==> images/power_grid.png <==
The bar under the picture is 20 µm long. Pins as bars on the die edge. Tap cells in gray.
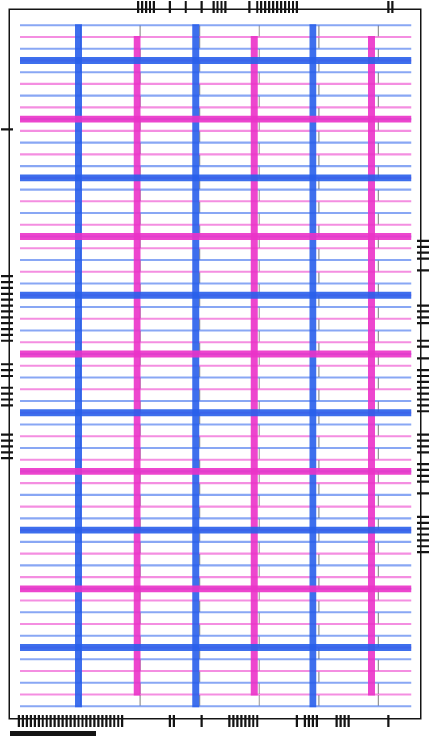
==> images/metal_density.png <==
The die is cut into 19 by 33 equal tiles; dark blue is low, red is high, scaled to the fullest tile. Values are wire area over tile area, all layers added.
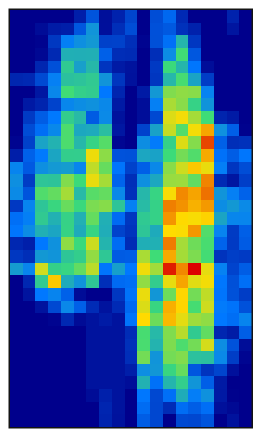
==> images/placement_by_type.png <==
Fill, decap, tap and diode cells in gray.
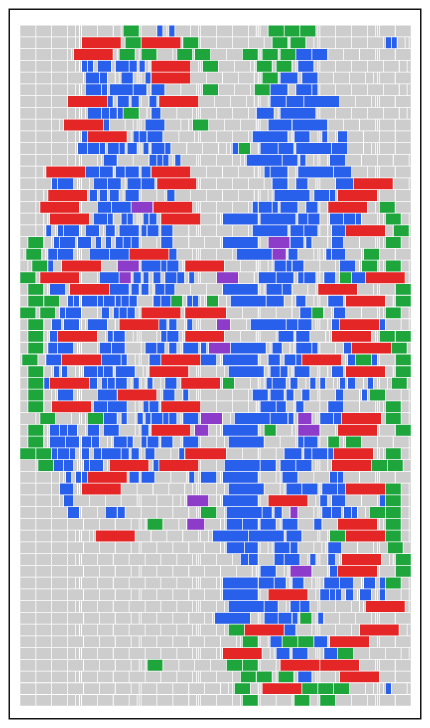
==> images/io_fan.png <==
The bar under the picture is 20 µm long.
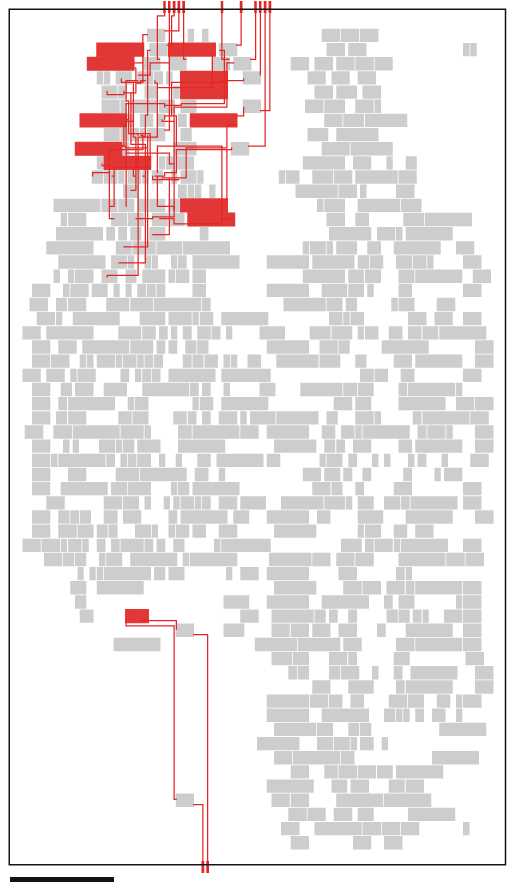
==> images/placement.png <==
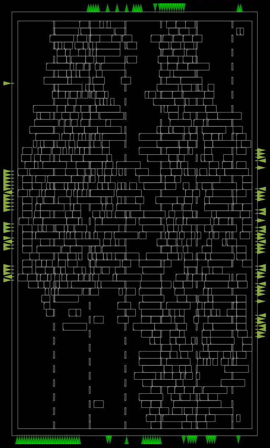
`config.mk`:
```
export PLATFORM = sky130hd
export DESIGN_NAME = multi_dataflow_engine
export DESIGN_NICKNAME = d
export VERILOG_FILES = /design/src/rtl/multi_dataflow_package.sv /design/src/rtl/multi_dataflow_kernel.sv /design/src/rtl/multi_dataflow_engine.sv
export SDC_FILE = /design/constraint.sdc
export NUM_CORES = 1
export LEC_CHECK = 0
export CORE_AREA = 2 2 93 162
export CTS_BUF_LIST = sky130_fd_sc_hd__clkbuf_4 sky130_fd_sc_hd__clkbuf_8
export CTS_CLUSTER_SIZE = 14
export DETAILED_ROUTE_END_ITERATION = 8
export DIE_AREA = 0 0 95 164
export PLACE_DENSITY = 0.77
export SYNTH_ARGS = -nofsm -noshare
export SYNTH_HDL_FRONTEND = slang
export SYNTH_HIERARCHICAL = 1
export SYNTH_SLANG_ARGS = --single-unit
export TNS_END_PERCENT = 10
```
`constraint.sdc`:
```
create_clock -name clk_i -period 5.4 [get_ports clk_i]
set_clock_uncertainty 0.15 [all_clocks]
set_input_delay 1.08 -clock clk_i [delete_from_list [all_inputs] [get_ports clk_i]]
set_output_delay 1.08 -clock clk_i [all_outputs]
set_load 0.01 [all_outputs]
```
`src/rtl/multi_dataflow_package.sv`:
```
// Shared types for the multi-dataflow engine: control/flag bundles and the FSM state encoding.
package multi_dataflow_package;

  localparam int CNT_LEN = 1024;
  localparam int CNT_W   = $clog2(CNT_LEN) + 1;

  typedef struct packed {
    logic             clear;
    logic             enable;
    logic             start;
    logic [CNT_W-1:0] cnt_limit_out_pel;
  } ctrl_engine_t;

  typedef struct packed {
    logic [CNT_W-1:0] cnt_out_pel;
    logic             done;
    logic             ready;
  } flags_engine_t;

  typedef enum logic [2:0] {
    IDLE      = 3'd0,
    LOAD_SIZE = 3'd1,
    RUN       = 3'd2,
    DRAIN     = 3'd3,
    DONE      = 3'd4
  } engine_state_t;

endpackage

```
`src/rtl/multi_dataflow_kernel.sv`:
```
// Shift datapath plus the single-entry output register of the out_pel stream.
module multi_dataflow_kernel #(
  parameter int DATA_WIDTH = 32
) (
  input  logic                  clk_i,
  input  logic                  rst_i,
  input  logic                  i_clear,
  input  logic                  i_load,
  input  logic                  i_pop,
  input  logic [DATA_WIDTH-1:0] i_data,
  input  logic [4:0]            i_shift,
  output logic                  o_valid,
  output logic [DATA_WIDTH-1:0] o_data
);

  logic                  r_valid;
  logic [DATA_WIDTH-1:0] r_data;

  // A load in the same cycle as a pop refills the register, keeping 1 beat/cycle.
  always_ff @(posedge clk_i or posedge rst_i) begin
    if (rst_i) begin
      r_valid <= 1'b0;
      r_data  <= '0;
    end else if (i_clear) begin
      r_valid <= 1'b0;
      r_data  <= '0;
    end else if (i_load) begin
      r_valid <= 1'b1;
      r_data  <= i_data >> i_shift;
    end else if (i_pop) begin
      r_valid <= 1'b0;
    end
  end

  assign o_valid = r_valid;
  assign o_data  = r_data;

endmodule

```
`src/rtl/multi_dataflow_engine.sv`:
```
// Job controller: size load, bounded pixel acceptance, drain and done pulse around the shift kernel.
module multi_dataflow_engine
  import multi_dataflow_package::*;
#(
  parameter int DATA_WIDTH = 32,
  parameter int CNT_LEN    = multi_dataflow_package::CNT_LEN
) (
  input  logic                    clk_i,
  input  logic                    rst_i,
  input  logic [DATA_WIDTH-1:0]   in_pel_data_i,
  input  logic                    in_pel_valid_i,
  output logic                    in_pel_ready_o,
  input  logic [DATA_WIDTH-1:0]   in_size_data_i,
  input  logic                    in_size_valid_i,
  output logic                    in_size_ready_o,
  output logic [DATA_WIDTH-1:0]   out_pel_data_o,
  output logic [DATA_WIDTH/8-1:0] out_pel_strb_o,
  output logic                    out_pel_valid_o,
  input  logic                    out_pel_ready_i,
  input  ctrl_engine_t            ctrl_i,
  output flags_engine_t           flags_o
);

  localparam int CW = $clog2(CNT_LEN) + 1;

  engine_state_t r_state, w_next;
  logic [CW-1:0] r_limit, r_acc, r_cnt_out, w_lim_in;
  logic [4:0]    r_shift;
  logic          w_en, w_start, w_size_fire, w_in_fire, w_out_fire, w_out_valid;
  logic          w_pel_ready, w_size_ready, w_done, w_ready;
  logic          w_unused_size;

  assign w_en          = ctrl_i.enable;
  assign w_lim_in      = CW'(ctrl_i.cnt_limit_out_pel);
  assign w_start       = w_en & ctrl_i.start & (r_state == IDLE);
  assign w_size_fire   = w_size_ready & in_size_valid_i;
  assign w_in_fire     = w_pel_ready & in_pel_valid_i;
  // Downstream transfers only count while enabled, so a disabled engine holds its beat.
  assign w_out_fire    = w_en & w_out_valid & out_pel_ready_i;
  assign w_unused_size = ^in_size_data_i[DATA_WIDTH-1:5];

  always_ff @(posedge clk_i or posedge rst_i) begin
    if (rst_i)              r_state <= IDLE;
    else if (ctrl_i.clear)  r_state <= IDLE;
    else                    r_state <= w_next;
  end

  always_comb begin
    w_next = r_state;
    if (w_en) begin
      case (r_state)
        IDLE:      if (ctrl_i.start) w_next = (w_lim_in != '0) ? LOAD_SIZE : DONE;
        LOAD_SIZE: if (w_size_fire) w_next = RUN;
        RUN:       if (r_acc == r_limit) w_next = DRAIN;
        DRAIN:     if (r_cnt_out == r_limit) w_next = DONE;
        DONE:      w_next = IDLE;
        default:   w_next = IDLE;
      endcase
    end
  end

  always_comb begin
    w_size_ready = 1'b0;
    w_pel_ready  = 1'b0;
    w_done       = 1'b0;
    w_ready      = 1'b0;
    case (r_state)
      IDLE:      w_ready      = 1'b1;
      LOAD_SIZE: w_size_ready = w_en;
      RUN:       w_pel_ready  = w_en & (r_acc < r_limit) & (~w_out_valid | out_pel_ready_i);
      DONE:      w_done       = 1'b1;
      default:   ;
    endcase
  end

  always_ff @(posedge clk_i or posedge rst_i) begin
    if (rst_i) begin
      r_limit   <= '0;
      r_acc     <= '0;
      r_cnt_out <= '0;
      r_shift   <= '0;
    end else if (ctrl_i.clear) begin
      r_limit   <= '0;
      r_acc     <= '0;
      r_cnt_out <= '0;
      r_shift   <= '0;
    end else if (w_start) begin
      r_limit   <= w_lim_in;
      r_acc     <= '0;
      r_cnt_out <= '0;
    end else begin
      if (w_size_fire) r_shift <= in_size_data_i[4:0];
      if (w_in_fire)   r_acc   <= r_acc + 1'b1;
      if (w_out_fire && r_cnt_out != '1) r_cnt_out <= r_cnt_out + 1'b1;
    end
  end

  multi_dataflow_kernel #(.DATA_WIDTH(DATA_WIDTH)) u_kernel (
    .clk_i   (clk_i),
    .rst_i   (rst_i),
    .i_clear (ctrl_i.clear),
    .i_load  (w_in_fire),
    .i_pop   (w_out_fire),
    .i_data  (in_pel_data_i),
    .i_shift (r_shift),
    .o_valid (w_out_valid),
    .o_data  (out_pel_data_o)
  );

  assign in_pel_ready_o      = w_pel_ready;
  assign in_size_ready_o     = w_size_ready;
  assign out_pel_valid_o     = w_out_valid;
  assign out_pel_strb_o      = '1;
  assign flags_o.cnt_out_pel = CNT_W'(r_cnt_out);
  assign flags_o.done        = w_done;
  assign flags_o.ready       = w_ready;

endmodule
```
==> flow_metrics.tcl <==
# yosys + openroad results
set metrics [dict create \
    status "complete, no violations" \
    syn_area_per_cell_um2 10.2 \
    die_area_um2 15600 \
    synth_seq_share_pct 32.9 \
    synthArstFlopShare_pct 100 \
    core_util_floorplan_pct 39.4 \
    worstSetupPathType "input port to output port" \
    port_buffers 103 \
    grt_pass1_vias 5145 \
    syn_area_um2 5630 \
    critPathLaunch "ctrl_i[12]" \
    clock_latency_ns 0.37 \
    finalSetupViolCount 0 \
    numSynthFlops 74 \
    pg_seq_w 0.000577 \
    yosysWarnings 6 \
    rows 58 \
    diodes 0 \
    htreeDepth 3 \
    drc 0 \
    place_congestion 1.05 \
    path_cells "clkdlybuf4s50_1 > and2b_2 > o2111ai_1 > a211o_1 > inv_1 > clkdlybuf4s50_1" \
    pwr_density_cell_nw_per_um2 182 \
    critPathMostFrequentCell "clkdlybuf4s50_1" \
    power.internal_w 0.000851 \
    cpMaxStageDelayCell "clkdlybuf4s50_1" \
    required_ns 4.17 \
    fin_crit_sh_pct 84.1 \
    min_period_ns 4.54 \
    critical_path_depth 6 \
    min-delay-start "u_kernel/o_data[22]" \
    edf_count 0 \
    cts_tree "yes" \
    use_met3_pct 3.90 \
    synthSimpleGateAreaFrac_pct 15.8 \
    worstHoldPathType "register to register" \
    multi_input_comb_cells 415 \
    dpl_worst_slack_ns 0.898 \
    grt_pass1_wl_mm 27.5 \
    wl_met1_mm 5.83 \
    grt.overflow.total 0 \
    whs_ns 0.338 \
    syn2layout_area_growth_pct 22.4 \
    dominant_cells "multi-input combinational cells" \
    power_switching_w 0.000404 \
    cp_top_family "buffers and inverters" \
    cp-start-kind "input port" \
    fin_util_pct 48.2 \
    warnings 53 \
    postLayoutCellArea_um2 6890 \
    worst_slew_pin_slew_ns 1.07 \
    drt-pass1-iter-count 5 \
    synth_cell_types 71 \
    comb_area_share_pct 49.9 \
    seq_area_um2 1850 \
    drt_iter0_markers 298 \
    top_cells_by_count "74 x dfrtp_1, 47 x mux2i_1, 46 x nor2_1, 36 x nand2_1, 33 x mux4_2" \
    crit_buf_inv 3 \
    use_met2_pct 42.1 \
    area_leaders "dfrtp_1 33%, mux4_2 13%, mux2i_1 8.4%" \
    rsz0062_at_grt "no" \
    clock_net_power_w 0.000431 \
    cts.sinks 74 \
    worst_slack_ns 0.859 \
    drtAntennaViolNets 0 \
    placed_cells 806 \
    p_leak_nw 2.72 \
    synth_largest_type_area_fraction_pct 32.9 \
    nets 733 \
    cts.reportedPaths.clkPinSlew_ns 0.08 \
    switching_share_pct 32.2 \
    top_layer "met4" \
    adder_share_pct 2.89 \
    seqPwrFrac_pct 46.0 \
    clk_path_buf_depth 2 \
    post_cts_buffers 0 \
    cts_made_buffers 9 \
    r2r_cells 10 \
    synthFlopType "dfrtp_1" \
    pin_count 135 \
    met1_usage_pct 24.1 \
    signal_buffers 112 \
    ctsRootBufferMaster "clkbuf_8" \
    antenna_found_initial 0 \
    dpl.hpwl_mm 13.8 \
    r2r-start "r_limit[8]" \
    pwr-share-comb_pct 19.7 \
    largest_reg_flops 32 \
    power_leader "registers" \
    holdPathStages 2 \
    lay_top_count "clkdlybuf4s50_1" \
    ys_cells 550 \
    drv_slew 0 \
    reg2reg_slack_ns 1.54 \
    nClkBuffers 9 \
    hold_viol_final 0 \
    crit_fanout 18 \
    r2r-end "u_kernel/o_data[9]" \
]
## Picture notes: power_grid.png
[blue] VSS
[magenta] VDD
met5 straps: 11
met1 rails: 59
met4 straps: 6
signal pins: 135
vertical die size: 164 µm
Die W: 95 µm
worst vdd ir: 0.000145 V
Core Box Area: 14,300 µm²

## Picture notes: metal_density.png
densest ninth of the die: right middle
emptiest ninth of the die: bottom left
tiles over half the peak: 20%
fullest tile: 0.72
mean over tiles: 0.19
nearly empty tiles: 22%
via count: 5,090
WL final: 17.6 mm
Routed wire per std cell: 21.4 µm
gr usage total: 23.1%

## Picture notes: placement_by_type.png
[purple] clock drivers and dummy loads | cells: 16 | share of their area: 2.7%
[red] sequential cells | cells: 74 | share of their area: 28%
[blue] combinational and other logic | cells: 440 | share of their area: 53%
[green] remaining buffers and delay cells | cells: 112 | share of their area: 16%

## Picture notes: io_fan.png
[red] flags_o | bits: 13 | direction: output | edge: 11 top, 2 bottom | end cells: 13 | wire: 834 µm

## Picture notes: placement.png
Filler cells: 1,327
post-layout instance count excluding filler cells: 822

Power and IR drop assume default switching activity.
